Figure 1. Where the registers sit.
Scale: 4 px per um. Other sequential cells in the stronger grey, the rest of the logic in the fainter grey.
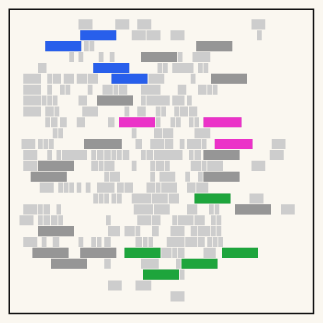
Figure 2. Selected gate families.
Scale: 6 px per um.
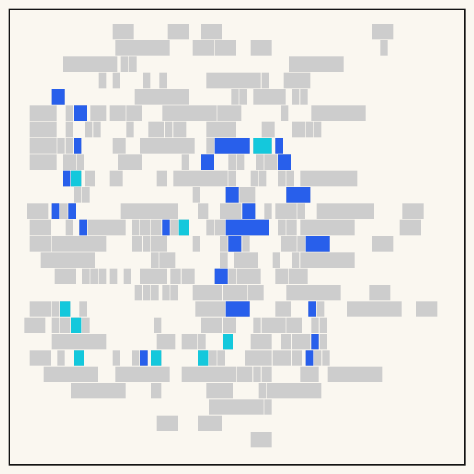
Figure 3. Cell area per tile.
Scale: 4 px per um. 8 x 8 tiles, from dark purple (low) to yellow (high), 0 to 100% covered.
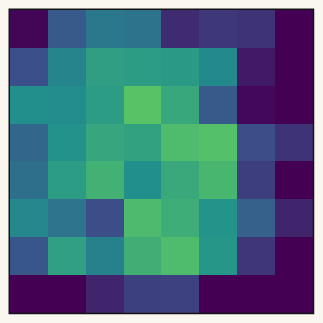
==> config.mk <==
export PLATFORM = sky130hd
export DESIGN_NAME = vend_dispenser
export DESIGN_NICKNAME = d
export VERILOG_FILES = /design/src/rtl/vend_dispenser.sv
export SDC_FILE = /design/constraint.sdc
export NUM_CORES = 1
export LEC_CHECK = 0
export ABC_AREA = 1
export CAP_MARGIN = 20
export CORE_MARGIN = 2
export CORE_UTILIZATION = 30
export DETAILED_ROUTE_END_ITERATION = 6
export GPL_TIMING_DRIVEN = 0
export PLACE_DENSITY_LB_ADDON = 0.3
export SLEW_MARGIN = 20
export SYNTH_ARGS = -nofsm -noshare
export SYNTH_HDL_FRONTEND = slang
export SYNTH_SLANG_ARGS = --single-unit
==> constraint.sdc <==
create_clock -name clock -period 1.5 [get_ports clock]
set_input_delay 0.225 -clock clock [delete_from_list [all_inputs] [get_ports clock]]
set_output_delay 0.225 -clock clock [all_outputs]
set_load 0.005 [all_outputs]
==> metrics.cfg <==
[status]
status=complete, no violations

[final_timing]
worst_slew_pin_slew_ns=0.552
fmax_mhz=685
hold_viol=0
layout_min_cycle_time_ns=1.46
period_used_pct=97.3
relSlewSlack_pct=63.1

[logic_synthesis]
synth_seq_share_pct=42.2
ys.warnings.count=0
synth-seq-cells=26
ys_cells=196
ys_sh_simple_pct=40.9
ys_area_mm2=0.00154
top_cells_by_area=dfrtp_1, nand2_1, nand3_1
synth-xor-area-share_pct=2.27
logic_family=simple AND/OR/NAND/NOR gates
syn_inst=196

[worst_setup_path]
crit_chain=clkdlybuf4s50_1
critical_path_buf_inv_count=1
worstSetupStartpointType=flip-flop
crit_arrival_ns=1.23
slowest_delay_ns=0.52
worstPathMaxFanout=4

[floorplan]
die_w_um=75.7
fp.dieH_um=75.7
io_pins=26

[global_routing]
grt_pass1_vias=1201
overflow=0

[final_layout]
drive_above_1_share_pct=24.1
synthToLayoutAreaGrowth_pct=33.1
largest_reg_flops=5
nFillCells=501

[detailed_routing]
dr_total_vias=1304
wire_per_inst_um=10.7
drtAntennaViolNets=0
drcViolationCount=0
firstDrtPassIters=4
drt_iter0_drc=53
via_per_inst=4.32

[min_path]
hold_class=in2async

[clock_tree]
clock-sinks=26

[flow_run]
max_cap_violations=0

Notes on Figure 1 above:
[wait_cnt] green | placed flops: 5
[fsm_state] magenta | placed flops: 3
[motor] blue | placed flops: 4
not coloured: 14
Final Util: 40.7%
Flop area: 654 um2
sequential portion of the cell area: 31.9%
sequential power: 1.14 mW

Notes on Figure 2 above:
[inverting AOI/OAI gates] cyan | cells: 9
[NOR gates] blue | cells: 24
combinational share of cell area: 40.7%
Top cell excl fill/tap: nand2_1
fin cells: 302

Notes on Figure 3 above:
densest ninth of the die: centre
mean over tiles: 34%
nearly empty tiles: 17%
emptiest ninth of the die: north-east
core area: 0.00504 mm2
Init Core Util: 30.6%

==> metrics by stage <==
stage	hold WS [ns]	area (um2)	worst slack (ns)	setup TNS (ns)
2_1_floorplan	0.265	1540	0.219	0
3_3_place_gp	0.460	1880	-0.176	-2.53
3_5_place_dp	0.463	1880	-0.178	-2.84
4_1_cts	0.485	1920	0.00897	0
5_1_grt	0.373	2050	-0.0277	-0.163
6_report	0.319	2050	0.0410	0
==> per-layer routing <==
layer	routed length, um	part of all wire, %	vias up	track usage [%]
li1	-	-	690	-
met1	1610	50	584	16.8
met2	1460	45	26	19.9
met3	105	3.3	4	1.59
met4	48	1.5	0	4.68
met5	0	0	-	0
==> final cells by class <==
class	count	area [um2]	area share (%)
Multi-Input combinational cell	144	836	40.7
Sequential cell	26	654	31.9
Timing Repair Buffer	33	324	15.8
Inverter	25	97.6	4.76
Tap cell	70	87.6	4.27
Clock buffer	3	41.3	2.01
Buffer	1	11.3	0.549
==> Yosys cell counts <==
cell type and n:
buf_6 1, o21ai_1 5, xor2_1 3, o21ai_0 2
nor2_1 14, a21oi_1 1, nor2_2 7, dfrtp_1 26
nand4_1 2, nand2_4 3, nand2_2 8, inv_1 19
nor3_4 1, nand3_1 16, a21oi_2 1, inv_2 5
ha_1 5, clkinv_1 1, nand2_1 63, nor2_8 1
a31o_2 1, nor2_4 1, nand3_2 3, xnor2_1 1
or2_2 1, nand3b_1 5
==> report_power, final <==
part / internal (mW) / leakage, nW / switching [mW]
Clock: 0.180 / 0.0216 / 0.219
Sequential: 0.944 / 0.335 / 0.194
Combinational: 0.896 / 0.700 / 1.15
Total: 2.02 / 1.06 / 1.56
==> timing repair <==
action	in CTS	in global routing
setup buffers	0	8
pin swaps	0	5
setup endpoints to repair	2	12
gates resized	2	19
No activity file was given, so power comes from the tool's default toggle rates.
